File: src/rtl/demux_2lane.sv
// Two-lane byte demultiplexer: an alternating lane selector feeds two 4-entry FWFT FIFOs.
// Define DEMUX_ERR_CNT_EN to add the saturating underflow counter on err_cnt.
module demux_2lane (
  input  logic       clk,
  input  logic       reset,
  input  logic [7:0] data_in,
  input  logic       valid_in,
  output logic       ready_in,
  output logic [7:0] data_out_0,
  output logic [7:0] data_out_1,
  output logic       valid_out_0,
  output logic       valid_out_1,
  input  logic       pop_0,
  input  logic       pop_1,
  output logic       full_0,
  output logic       full_1
`ifdef DEMUX_ERR_CNT_EN
  ,
  output logic [7:0] err_cnt
`endif
);

  logic            sel_q, sel_d;
  logic [1:0][1:0] rd_ptr_q, rd_ptr_d;
  logic [1:0][1:0] wr_ptr_q, wr_ptr_d;
  logic [1:0][2:0] cnt_q, cnt_d;
  logic [7:0]      mem_q [2][4];

  logic [1:0] full, valid, pop_req, push_l, pop_l;
  logic       push;

  assign pop_req = {pop_1, pop_0};

  always_comb begin
    for (int l = 0; l < 2; l++) begin
      full[l]  = (cnt_q[l] == 3'd4);
      valid[l] = (cnt_q[l] != 3'd0);
    end
    ready_in = sel_q ? !full[1] : !full[0];
    push     = valid_in && ready_in;
    push_l   = {push && sel_q, push && !sel_q};
    pop_l    = pop_req & valid;
  end

  // A push to a full lane is already blocked by ready_in, so a same-cycle pop never collides.
  always_comb begin
    sel_d    = push ? !sel_q : sel_q;
    rd_ptr_d = rd_ptr_q;
    wr_ptr_d = wr_ptr_q;
    cnt_d    = cnt_q;
    for (int l = 0; l < 2; l++) begin
      if (push_l[l]) wr_ptr_d[l] = wr_ptr_q[l] + 2'd1;
      if (pop_l[l])  rd_ptr_d[l] = rd_ptr_q[l] + 2'd1;
      cnt_d[l] = cnt_q[l] + {2'b00, push_l[l]} - {2'b00, pop_l[l]};
    end
  end

  always_ff @(posedge clk or negedge reset) begin
    if (!reset) begin
      sel_q    <= 1'b0;
      rd_ptr_q <= '0;
      wr_ptr_q <= '0;
      cnt_q    <= '0;
    end else begin
      sel_q    <= sel_d;
      rd_ptr_q <= rd_ptr_d;
      wr_ptr_q <= wr_ptr_d;
      cnt_q    <= cnt_d;
    end
  end

  // Storage is not reset; valid_out gates its visibility.
  always_ff @(posedge clk) begin
    for (int l = 0; l < 2; l++) begin
      if (push_l[l]) mem_q[l][wr_ptr_q[l]] <= data_in;
    end
  end

  assign data_out_0  = mem_q[0][rd_ptr_q[0]];
  assign data_out_1  = mem_q[1][rd_ptr_q[1]];
  assign valid_out_0 = valid[0];
  assign valid_out_1 = valid[1];
  assign full_0      = full[0];
  assign full_1      = full[1];

`ifdef DEMUX_ERR_CNT_EN
  logic [1:0] underflow;
  logic [7:0] err_q, err_d;
  logic [8:0] err_sum;

  always_comb begin
    underflow = pop_req & ~valid;
    err_sum   = {1'b0, err_q} + {8'd0, underflow[0]} + {8'd0, underflow[1]};
    err_d     = err_sum[8] ? 8'hFF : err_sum[7:0];
  end

  always_ff @(posedge clk or negedge reset) begin
    if (!reset) err_q <= 8'd0;
    else        err_q <= err_d;
  end

  assign err_cnt = err_q;
`endif

endmodule

File: config.mk
export PLATFORM = sky130hd
export DESIGN_NAME = demux_2lane
export DESIGN_NICKNAME = d
export VERILOG_FILES = /design/src/rtl/demux_2lane.sv
export SDC_FILE = /design/constraint.sdc
export NUM_CORES = 1
export LEC_CHECK = 0
export CORE_ASPECT_RATIO = 0.9
export CORE_UTILIZATION = 42
export CTS_CLUSTER_DIAMETER = 100
export DETAILED_ROUTE_END_ITERATION = 8
export GPL_ROUTABILITY_DRIVEN = 0
export GPL_TIMING_DRIVEN = 0
export PLACE_DENSITY = 0.63
export SYNTH_ARGS = -nofsm -noshare
export SYNTH_HDL_FRONTEND = slang
export SYNTH_SLANG_ARGS = --single-unit
File: constraint.sdc
create_clock -name clk -period 6.2 [get_ports clk]
set_input_delay 0.62 -clock clk [delete_from_list [all_inputs] [get_ports clk]]
set_output_delay 0.62 -clock clk [all_outputs]
set_load 0.01 [all_outputs]
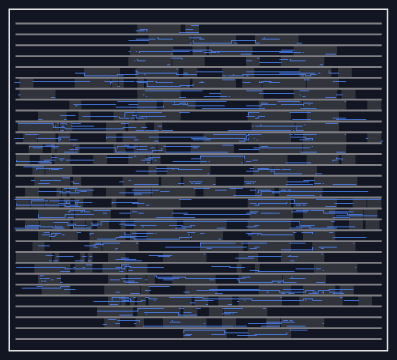
Figure 1: run 1, M1 wires.
Scale: 4 px per um. Supply wires on this layer in grey. Cells faint in the background.
share of all routed wire: 43%
wire length on this layer: 2160 um

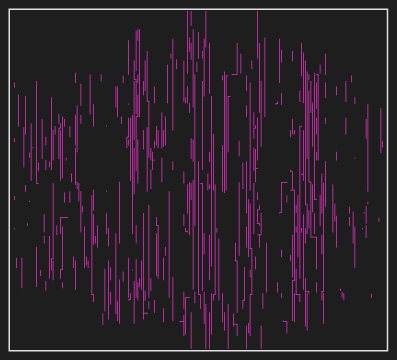
Figure 2: run 1, the metal 2 layer.
Scale: 4 px per um.
longest straight run: 42.5 um
nets with wire on the layer: 207
main direction: vertical
wire length on this layer: 2640 um
met2 capacity usage during global routing: 25.6%
routed vias: 1485
drt total wl: 5070 um

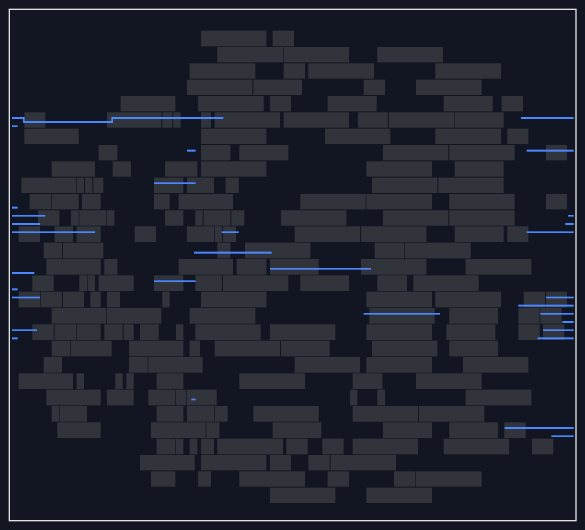
Figure 3: run 1, metal 3.
Scale: 6 px per um. Cells faint in the background.
share of all routed wire: 4.0%
longest straight run: 18.4 um
main direction: horizontal
wire length on this layer: 203 um
GR Layer Usage met3: 3.23%

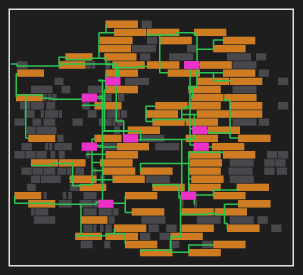
Figure 4: run 1, routed clock nets over the placement.
Scale: 3 px per um.
[green] clock wires | length: 850 um
[magenta] clock drivers | count: 9
[orange] flip-flops | count: 79
routed clock nets: 10
later-pin clock latency in the skew report: 0.33 ns
Clock Skew: 0.00498 ns

==> run 1: per-layer routing <==
layer | share of wire [%] | vias up | track usage [%] | wire length [um]
li1 | - | 692 | - | -
met1 | 43 | 752 | 18.1 | 2160
met2 | 52 | 34 | 25.6 | 2640
met3 | 4.0 | 7 | 3.23 | 203
met4 | 1.2 | 0 | 6.29 | 60
met5 | 0 | - | 0 | 0
==> run 1: synth_stat cells <==
cell / n
and2_1: 8
and2_4: 2
buf_2: 2
clkbuf_1: 2
dfrtp_1: 15
edfxtp_1: 64
fa_1: 2
ha_1: 12
inv_1: 13
mux2_2: 1
mux2_4: 1
mux2i_1: 1
mux4_2: 16
nand2_1: 1
nand2b_1: 1
nand3_1: 2
nor2_2: 1
nor3_4: 1
nor3b_4: 2
o21ai_0: 1
or3_4: 2
xnor2_1: 7
xor2_1: 3
==> run 1: cells in the final DEF, fill, tap and decap left out <==
master	netlist	routed
and2_1	8	8
and2_4	2	2
buf_2	2	2
clkbuf_1	2	2
clkbuf_8	0	9
clkdlybuf4s50_1	0	33
clkinv_1	0	3
clkinv_2	0	2
clkinvlp_4	0	1
dfrtp_1	15	15
edfxtp_1	64	64
fa_1	2	2
ha_1	12	12
inv_1	13	13
mux2_2	1	1
mux2_4	1	1
mux2i_1	1	1
mux4_2	16	16
nand2_1	1	1
nand2b_1	1	1
nand3_1	2	2
nor2_2	1	1
nor3_4	1	1
nor3b_4	2	2
o21ai_0	1	1
or3_4	2	2
xnor2_1	7	7
xor2_1	3	3
==> run 1: state kept, by name, indices dropped and copies added (netlist names) <==
register / flops
mem_q: 64
cnt_q: 6
rd_ptr_q: 4
wr_ptr_q: 4
sel_q: 1
==> run 1: logic make-up (layout without fill, tap and decap cells) <==
| kind of cell | after synthesis | count (layout) |
|---|---|---|
| AND/OR/NAND/NOR | 20 | 20 |
| buffers and inverters | 17 | 65 |
| XOR/XNOR | 10 | 10 |
| adder cells (fa/ha/maj) | 14 | 14 |
| multiplexers | 19 | 19 |
| AND-OR/OR-AND | 1 | 1 |
| flip-flops | 79 | 79 |
==> run 1: through the flow <==
stage	setup slack, ns	power [mW]	util [%]
floorplan	3.95	1.17	-
global placement	3.37	1.39	50.7
detailed placement	3.28	1.44	50.7
CTS	3.47	1.75	52.8
global route	3.40	1.84	52.8
finish	3.54	1.71	52.8
==> run 1: cell type report <==
class                           count  share of cell area (%)
Sequential cell                    79                    60.3
Multi-Input combinational cell     64                    22.3
Timing Repair Buffer               33                    8.66
Clock buffer                        9                    3.25
Tap cell                           93                    3.05
Inverter                           13                    1.28
Clock inverter                      6                   0.755
Buffer                              4                   0.459
==> run 1: power breakdown <==
part / switching, mW / leakage [nW] / total, mW / internal, mW
sequential: 0.0595 / 0.756 / 0.753 / 0.694
combinational: 0.292 / 0.518 / 0.655 / 0.363
clock: 0.168 / 0.0774 / 0.305 / 0.137
==> run 1: critical path: cells and delay by family (launching register included) <==
| kind | cells | cell delay (ns) |
|---|---|---|
| buffers and inverters | 2 | 0.81 |
| multiplexers | 1 | 0.58 |
| flip-flops | 1 | 0.32 |
==> out/summary.rpt, run 1 <==
=========================================================================
Number of clock sinks ......................................           79
Overall Global Routing Usage ...............................        14.9%
Post-DRT Antenna Nets ......................................            0
Number of synthesized register bits ........................           79
WHS Path Cells .............................................            1
Status ..................................................... complete, no violations
TritonRoute pass-1 iters ...................................            4
Worst-case vdd ir drop .....................................       213 uV
Critical Path Start ........................................ rd_ptr_q[2]$_DFFE_PN0P_
Clk pin slew, worst setup/hold paths .......................      0.07 ns
Die area ...................................................  0.00800 mm2
Hold violation total from the final report .................            0
Sequential cell area .......................................  0.00230 mm2
Critical path arrival ......................................      2.04 ns
Resize count post-CTS ......................................            0
Power per cell area ........................................   449 mW/mm2
DRC marker count from the first detailed-route iteration ...           42
Root buffer cell ...........................................     clkbuf_8
Final worst hold slack .....................................     0.501 ns
Per-cell via count in the routed design ....................         4.93
Fp util ....................................................        44.5%
Mux share ..................................................        12.3%
Core box area ..............................................  0.00722 mm2
Setup tns final ............................................         0 ns
Count of buffers added by post-CTS timing repair for setup .            0
Number of global-route vias before repair ..................         1696
Worst Max-Slew Pin Slew ....................................     0.689 ns
End of the worst hold path ................................. cnt_q[2]$_DFF_PN0_
Chip Area, Yosys ...........................................  0.00321 mm2
Inserted Clock Buffers .....................................            9
Count of H-tree levels built during CTS ....................            3
Area growth from synthesis to layout .......................        18.7%
Tool Warnings ..............................................           32
Leakage ....................................................      1.35 nW
Reg-to-reg slack, setup ....................................      3.86 ns
Fmax .......................................................      376 MHz
Xor/xnor cell area share of the yosys netlist ..............        2.73%
Warnings from Yosys ........................................            0
Top post-synthesis cells by area ........................... edfxtp_1 60%, dfrtp_1 12%, mux4_2 11%
Cell total in the yosys stat output ........................          160
Worst setup SP type ........................................     register
AND/OR/NAND/NOR Cells, Area Fraction .......................        5.30%
Slowest cell on crit path ..................................       mux4_2
Port Buffers ...............................................           33
CTS hold repair buffers ....................................            0
Chip width .................................................      94.2 um
Gate count of the mapped netlist ...........................          160
Setup repair after global routing missed its margin ........           no
Part of the Yosys area used for sequential elements ........        71.5%
Distinct cell type count of the synthesized netlist ........           23
# fillers ..................................................          579
Ordered list of cells on the worst path .................... buf_2 > mux4_2 > clkdlybuf4s50_1
Remaining routing DRC violations ...........................            0
Global-route wire length before repair .....................      8580 um
Post-route cell area .......................................  0.00381 mm2
Dpl cells ..................................................          286
Final period util ..........................................        42.9%
Last element of the critical path .......................... data_out_1[5]
Critical path's largest stage delay ........................      0.58 ns
CTS Buffer Depth ...........................................            2
Hold Startpoint ............................................ cnt_q[2]$_DFF_PN0_
Final antenna diode count ..................................            0
Max-slew violations ........................................            0
Endpoints failing setup ....................................            0
Crit Path Class ............................................ register to output port
Final net count ............................................          231
Initial antenna violation count ............................            0
Crit path required time ....................................      5.58 ns
=========================================================================
## Run 2: what changed since run 1
--- a/config.mk
+++ b/config.mk
@@ -11,7 +11,7 @@
 export DETAILED_ROUTE_END_ITERATION = 8
 export GPL_ROUTABILITY_DRIVEN = 0
 export GPL_TIMING_DRIVEN = 0
-export PLACE_DENSITY = 0.63
+export PLACE_DENSITY = 0.66
 export SYNTH_ARGS = -nofsm -noshare
 export SYNTH_HDL_FRONTEND = slang
 export SYNTH_SLANG_ARGS = --single-unit
==> constraint.sdc (replaced) <==
create_clock -name clk -period 2.19 [get_ports clk]
set_input_delay 0.219 -clock clk [delete_from_list [all_inputs] [get_ports clk]]
set_output_delay 0.219 -clock clk [all_outputs]
set_load 0.01 [all_outputs]
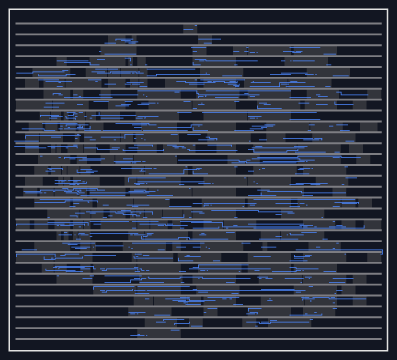
Figure 5: run 2, M1 wires.
Scale: 4 px per um. Supply wires on this layer in grey. Cells faint in the background.
global-route track usage on met1: 18.7%
drt total wl: 5320 um
routed vias: 1545

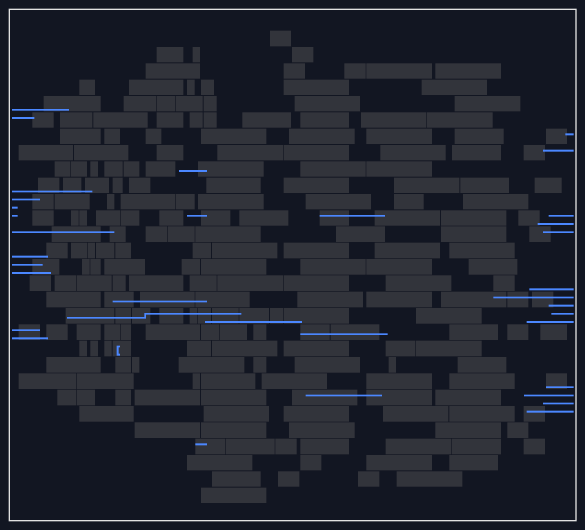
Figure 6: run 2, metal 3.
Scale: 6 px per um. Cells faint in the background.
nets with wire on the layer: 29
main direction: horizontal
share of all routed wire: 5.0%

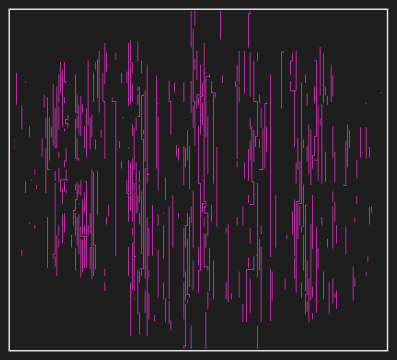
Figure 7: run 2, the metal 2 layer.
Scale: 4 px per um.
met2 capacity usage during global routing: 25.7%

==> run 2 against run 1 <==
Effect of this change:
- the run now ends with setup timing left
- combinational power increased to 3.2 times the previous value
- flip-flop count stayed put
- sequential power went up to 2.9 times the previous value
- core utilization is 3.5 points higher
- largest power group unchanged
==> out/summary.rpt, run 2 <==
=======================================================================
Top post-synthesis cells by area ......................... edfxtp_1 60%, dfrtp_1 12%, mux4_2 11%
Status ................................................... finished, violations left
Ys async rst share .......................................        19.0%   unchanged
Worst Max-Slew Pin Slew ..................................     0.725 ns   +0.0365 ns
Part of the Yosys area used for sequential elements ......        71.5%   unchanged
Violated checks .......................................... setup timing
Reg-to-reg slack, setup ..................................     -0.02 ns   -3.88 ns
Final antenna diode count ................................            0   unchanged
Power per cell area ......................................  1370 mW/mm2   +200%
CTS hold repair buffers ..................................            0   unchanged
Number of global-route vias before repair ................         1712   +0.94%
Distinct cell type count of the synthesized netlist ......           23   unchanged
Crit path required time ..................................      2.43 ns   -3.15 ns
Tool Warnings ............................................           34   +6.3%
Clk pin slew, worst setup/hold paths .....................      0.08 ns   about the same
Initial antenna violation count ..........................            0   unchanged
CTS Buffer Depth .........................................            2   unchanged
Most common cell in the synthesized netlist ..............     edfxtp_1
Gate count of the mapped netlist .........................          160   unchanged
Number of synthesized register bits ......................           79   unchanged
Most common reg cell .....................................     edfxtp_1
Remaining routing DRC violations .........................            0   unchanged
Global-route wire length before repair ...................      8730 um   +1.7%
Die area .................................................  0.00800 mm2   unchanged
Commonest non-fill, non-tap cells in the layout .......... 64 x edfxtp_1, 30 x clkdlybuf4s50_1, 16 x mux4_2
EDFF count, synth ........................................           64   unchanged
Area growth from synthesis to layout .....................        26.6%
Critical path arrival ....................................      2.45 ns   +0.41 ns
Final net count ..........................................          241   +4.3%
Cell total in the yosys stat output ......................          160   unchanged
TritonRoute pass-1 iters .................................            4   unchanged
Endpoints failing setup ..................................            1   +1
Chip width ...............................................      94.2 um   unchanged
Fmax .....................................................      453 MHz
Chip Area, Yosys .........................................  0.00321 mm2   unchanged
Leakage ..................................................      1.47 nW   +8.7%
Setup repair after global routing missed its margin ......          yes
Final period util ........................................         101%
Top cell types by occurrence after synthesis ............. 64 x edfxtp_1, 16 x mux4_2, 15 x dfrtp_1
Warnings from Yosys ......................................            0   unchanged
Number of clock sinks ....................................           79   unchanged
DRC marker count from the first detailed-route iteration .          108   +160%
Core box area ............................................  0.00722 mm2   unchanged
Crit path setup slack, layout ............................   -0.0171 ns   -3.56 ns
Port Buffers .............................................           33   unchanged
=======================================================================
[run 2: cell counts after synthesis]
Identical to the previous run, type by type.
[run 2: cell families after synthesis]
kind of cell	count (synthesis)	synth area share [%]
flip-flops	79	71.5
multiplexers	19	12.3
buffers and inverters	17	2.06
adder cells (fa/ha/maj)	14	5.92
AND-OR/OR-AND	1	0.156
XOR/XNOR	10	2.73
AND/OR/NAND/NOR	20	5.30
[run 2: cell type report]
cell class	instances	area, um2
Buffer	2	22.5
Clock inverter	6	115
Fill cell	542	3150
Timing Repair Buffer	45	428
Clock buffer	10	128
Sequential cell	79	2300
Multi-Input combinational cell	64	907
Inverter	13	48.8
Tap cell	93	116
[run 2: worst max-delay path, stage by stage (launching register included)]
cell     delay, ns
dfrtp_2       0.43
or3_4         0.38
and2_4        0.17
ha_4          0.26
inv_2         0.03
ha_4          0.14
fa_2          0.33
xor2_1        0.15
xnor2_1       0.21
[run 2: stage by stage]
| stage | worst slack (ns) | power [mW] | hold WS (ns) |
|---|---|---|---|
| 3_3_place_gp | -0.211 | 3.99 | 0.477 |
| 3_5_place_dp | -0.319 | 4.13 | 0.525 |
| 2_1_floorplan | 0.00262 | 3.35 | -0.0766 |
| 5_1_grt | -0.0504 | 5.89 | 0.338 |
| 4_1_cts | -0.0967 | 5.55 | 0.317 |
| 6_report | -0.0171 | 5.57 | 0.305 |
[run 2: repair_timing]
item	4_1_cts	5_1_grt
endpoints found under the setup margin	18	19
buffers inserted	7	5
cloned	0	0
gates resized	11	6
pin swaps	7	8
[run 2: worst max-delay path by stage]
stage / endpoint / startpoint / slack (ns)
after floorplan: cnt_q[2]$_DFF_PN0_ / cnt_q[1]$_DFF_PN0_ / 0.003
after CTS: cnt_q[2]$_DFF_PN0_ / cnt_q[2]$_DFF_PN0_ / -0.1
after global routing: cnt_q[2]$_DFF_PN0_ / cnt_q[2]$_DFF_PN0_ / -0.05
final: cnt_q[2]$_DFF_PN0_ / cnt_q[1]$_DFF_PN0_ / -0.02
after global placement: cnt_q[2]$_DFF_PN0_ / valid_in / -0.21
after detailed placement: cnt_q[2]$_DFF_PN0_ / valid_in / -0.32
[run 2: per-layer routing]
layer	vias up	track usage, %	routed length (um)
li1	713	-	-
met1	784	18.7	2220
met2	41	25.7	2750
met3	7	5.20	263
met4	0	5.17	80
met5	-	0	0
[run 2: where the power goes]
| part | internal [mW] | switching (mW) | total, mW |
|---|---|---|---|
| Clock | 0.765 | 0.515 | 1.28 |
| Sequential | 1.97 | 0.229 | 2.20 |
| Combinational | 1.22 | 0.875 | 2.09 |
| Total | 3.95 | 1.62 | 5.57 |
## Run 3: what changed since run 2
--- a/config.mk
+++ b/config.mk
@@ -6,6 +6,7 @@
 export NUM_CORES = 1
 export LEC_CHECK = 0
 export CORE_ASPECT_RATIO = 0.9
+export CORE_MARGIN = 2
 export CORE_UTILIZATION = 42
 export CTS_CLUSTER_DIAMETER = 100
 export DETAILED_ROUTE_END_ITERATION = 8
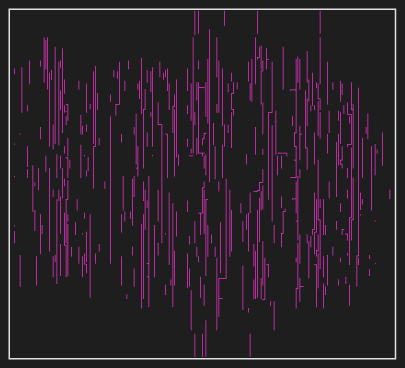
Figure 8: run 3, the metal 2 layer.
Scale: 4 px per um.
wire length on this layer: 2490 um
longest straight run: 42.0 um
main direction: vertical
nets with wire on the layer: 212
drt total wl: 5010 um
met2 capacity usage during global routing: 20.1%
routed vias: 1535

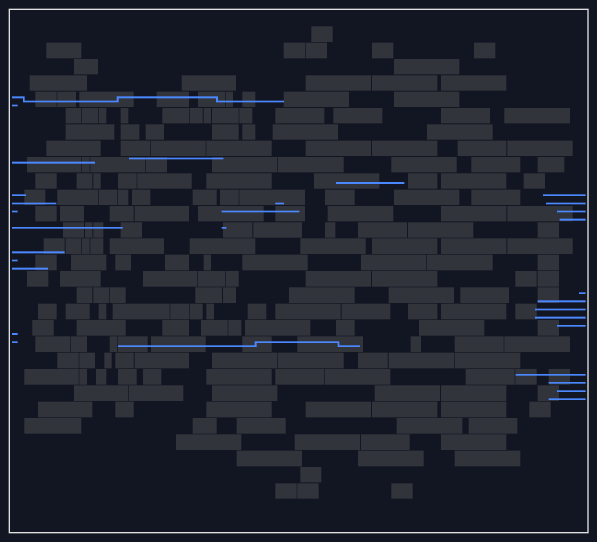
Figure 9: run 3, metal 3.
Scale: 6 px per um. Cells faint in the background.
GR Layer Usage met3: 5.97%

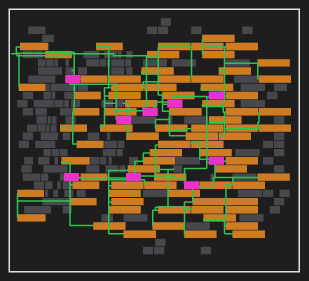
Figure 10: run 3, routed clock nets over the placement.
Scale: 3 px per um.
Clock Skew: 0.00966 ns
clock share of power: 18.4%
later-pin clock latency in the skew report: 0.34 ns
Clk. pwr: 0.963 mW

==> run 3 against run 2 <==
Effect of this change:
- the run now ends clean
- wire length fell by 5.7%
- count of clock-buffer cells in the layout is 1 lower
- synthesized cell count unchanged
- core utilization is 2.6 points lower
- critical path depth up 3
- critical endpoint is now cnt_q[5]$_DFF_PN0_
- non-clock buffer count fell by 1
- combinational power about the same
- synthesized area stayed put
- first-iteration DRC count rose by 2.8%
- sequential power hardly changed
- highest routed layer unchanged
- global-route usage shrank 2.0 points
- via count fell by 0.65%
==> out/summary.rpt, run 3 <==
===========================================================================
Status ....................................................... complete, no violations
Gate count of the mapped netlist .............................          160   unchanged
Setup repair after global routing missed its margin ..........          yes
Chip Area, Yosys .............................................  0.00321 mm2   unchanged
Count of H-tree levels built during CTS ......................            3
Worst Max-Slew Pin Slew ......................................     0.686 ns   -0.0391 ns
Critical path's largest stage delay ..........................      0.41 ns   -0.02 ns
Cell total in the yosys stat output ..........................          160   unchanged
Max Cap Viol .................................................            0
Number of global-route vias before repair ....................         1618   -5.5%
Inserted Clock Buffers .......................................            9
Cell area after synthesis ....................................  0.00321 mm2
Most common reg cell .........................................     edfxtp_1
Remaining routing DRC violations .............................            0   unchanged
Ordered list of cells on the worst path ...................... buf_6 > nor3b_4 > nor2_4 > inv_2 > ha_4 > inv_2 > ha_4 > inv_2 > fa_2 > xnor2_2 > xnor2_1
Worst-case vdd ir drop .......................................       731 uV
Final period util ............................................        97.9%   -2.9 points
Worst slew slack as a fraction of its limit ..................        54.1%
Site row count ...............................................           30
Final cell utilization of the core ...........................        53.7%
Post-route cell area .........................................  0.00401 mm2
Gr ovfl total ................................................            0
Final net count ..............................................          240   -0.41%
Global-route wire length before repair .......................      8000 um   -8.3%
Part of the Yosys area used for sequential elements ..........        71.5%   unchanged
Leakage ......................................................      1.43 nW   -2.4%
Most common cell in the synthesized netlist ..................     edfxtp_1
Chip width ...................................................      96.2 um   +2.1%
Top cell types by occurrence after synthesis ................. 64 x edfxtp_1, 16 x mux4_2, 15 x dfrtp_1
CTS Buffer Depth .............................................            2   unchanged
Fmax .........................................................      466 MHz   +3.0%
CTS tree .....................................................        built
Distinct cell type count of the synthesized netlist ..........           23   unchanged
Min Clock Period, post-route .................................      2.14 ns
Power per cell area ..........................................  1300 mW/mm2   -4.9%
Warnings from Yosys ..........................................            0   unchanged
Commonest non-fill, non-tap cells in the layout .............. 64 x edfxtp_1, 32 x clkdlybuf4s50_1, 16 x mux4_2
Root buffer cell .............................................     clkbuf_8
Slowest cell on crit path ....................................      dfrtp_1
Synthesized Nets .............................................          187
Yosys top cell by area .......................................     edfxtp_1
Ys async rst share ...........................................        19.0%   unchanged
Clk pin slew, worst setup/hold paths .........................      0.08 ns   about the same
Largest register FFs .........................................           64
Final antenna diode count ....................................            0   unchanged
DRC marker count from the first detailed-route iteration .....          111   +2.8%
Maximum fanout along the worst path ..........................            7
EDFF count, synth ............................................           64   unchanged
Per-cell via count in the routed design ......................         4.89
Vertical die dimension .......................................      87.0 um
Endpoints failing setup ......................................            0   -1
Area growth from synthesis to layout .........................        24.9%
Post-DRT Antenna Nets ........................................            0
Port Buffers .................................................           33   unchanged
Hold violation total from the final report ...................            0
Cell family contributing the most delay on the critical path .  adder cells
Critical path arrival ........................................      2.37 ns   -0.08 ns
Crit path required time ......................................      2.42 ns   about the same
Initial antenna violation count ..............................            0   unchanged
Die area .....................................................  0.00837 mm2   +4.5%
Reg-to-reg slack, setup ......................................      0.05 ns   +0.06 ns
# fillers ....................................................          588   +8.5%
Number of synthesized register bits ..........................           79   unchanged
Final total power ............................................      5.23 mW   -6.1%
Number of buffers and inverters on the critical path .........            4   +3
Top cell type's share of synthesized area ....................        59.8%
Leading cell type in the layout, fill and taps excluded ......     edfxtp_1
Top post-synthesis cells by area ............................. edfxtp_1 60%, dfrtp_1 12%, mux4_2 11%
Core box area ................................................  0.00747 mm2   +3.4%
Share of post-route cells with drive strength above 1 ........        32.1%
Most prevalent standard cell on the critical path ............        inv_2
Overall Global Routing Usage .................................        13.4%
Final worst hold slack .......................................     0.292 ns   -0.0127 ns
Number of clock sinks ........................................           79   unchanged
Pin count of the biggest net entering global routing .........           16
Tool Warnings ................................................           33   -2.9%
TritonRoute pass-1 iters .....................................            4   unchanged
===========================================================================
## run 3: cell counts after synthesis
Identical to the previous run, type by type.
## run 3: per-layer routing
metal | up-vias | share of wire (%) | track usage (%)
li1 | 706 | - | -
met1 | 791 | 44 | 17.9
met2 | 33 | 50 | 20.1
met3 | 5 | 5.3 | 5.97
met4 | 0 | 0.56 | 3.51
met5 | - | 0 | 0
## run 3: path summary, 6_finish.rpt
path	start	end	cells after the start
worst max-delay path	cnt_q[3]$_DFF_PN0_	cnt_q[5]$_DFF_PN0_	11
worst min-delay path	reset	cnt_q[4]$_DFF_PN0_	1
worst max register to register	cnt_q[3]$_DFF_PN0_	cnt_q[5]$_DFF_PN0_	11
worst min register to register	wr_ptr_q[3]$_DFFE_PN0P_	wr_ptr_q[3]$_DFFE_PN0P_	1
max in group asynchronous	reset	cnt_q[0]$_DFF_PN0_	1
min in group clk	pop_1	rd_ptr_q[3]$_DFFE_PN0P_	3
## run 3: cell type report
type	count	area (um2)	share of cell area, %
Buffer	2	22.5	0.561
Clock buffer	9	124	3.09
Clock inverter	7	53.8	1.34
Inverter	13	48.8	1.22
Multi-Input combinational cell	64	925	23.0
Sequential cell	79	2300	57.3
Tap cell	96	120	2.99
Timing Repair Buffer	44	419	10.4
## run 3: repair_timing
| item | CTS | global route |
|---|---|---|
| pin swaps | 5 | 10 |
| endpoints found under the setup margin | 18 | 18 |
| hold buffers | 0 | 0 |
| buffers inserted | 7 | 4 |
| gates resized | 5 | 13 |
## run 3: power by group
part           internal [mW]  switching [mW]  total, mW
Combinational           1.23           0.858       2.09
Sequential              1.97           0.213       2.18
Clock                  0.425           0.538      0.963
## run 3: through the flow
step	setup TNS [ns]	worst slack [ns]
floorplan	0	0.00262
global placement	-0.557	-0.260
detailed placement	-0.594	-0.265
CTS	0	0.000815
global route	-0.0755	-0.0450
finish	0	0.0462
## run 3: logic make-up (layout without fill, tap and decap cells)
group | count (synthesis) | after routing | synth area share [%]
flops | 79 | 79 | 71.5
simple gates | 20 | 20 | 5.30
mux | 19 | 19 | 12.3
buf+inv | 17 | 75 | 2.06
fa+ha+maj | 14 | 14 | 5.92
xor+xnor | 10 | 10 | 2.73
compound gates | 1 | 1 | 0.156
## run 3: worst register-to-register path: cells and delay by family, from the launching register on
family / cells / cell delay (ns)
simple gates: 2 / 0.35
xor+xnor: 2 / 0.27
fa+ha+maj: 3 / 0.71
flops: 1 / 0.41
buf+inv: 4 / 0.31
No activity file was given, so power comes from the tool's default toggle rates.
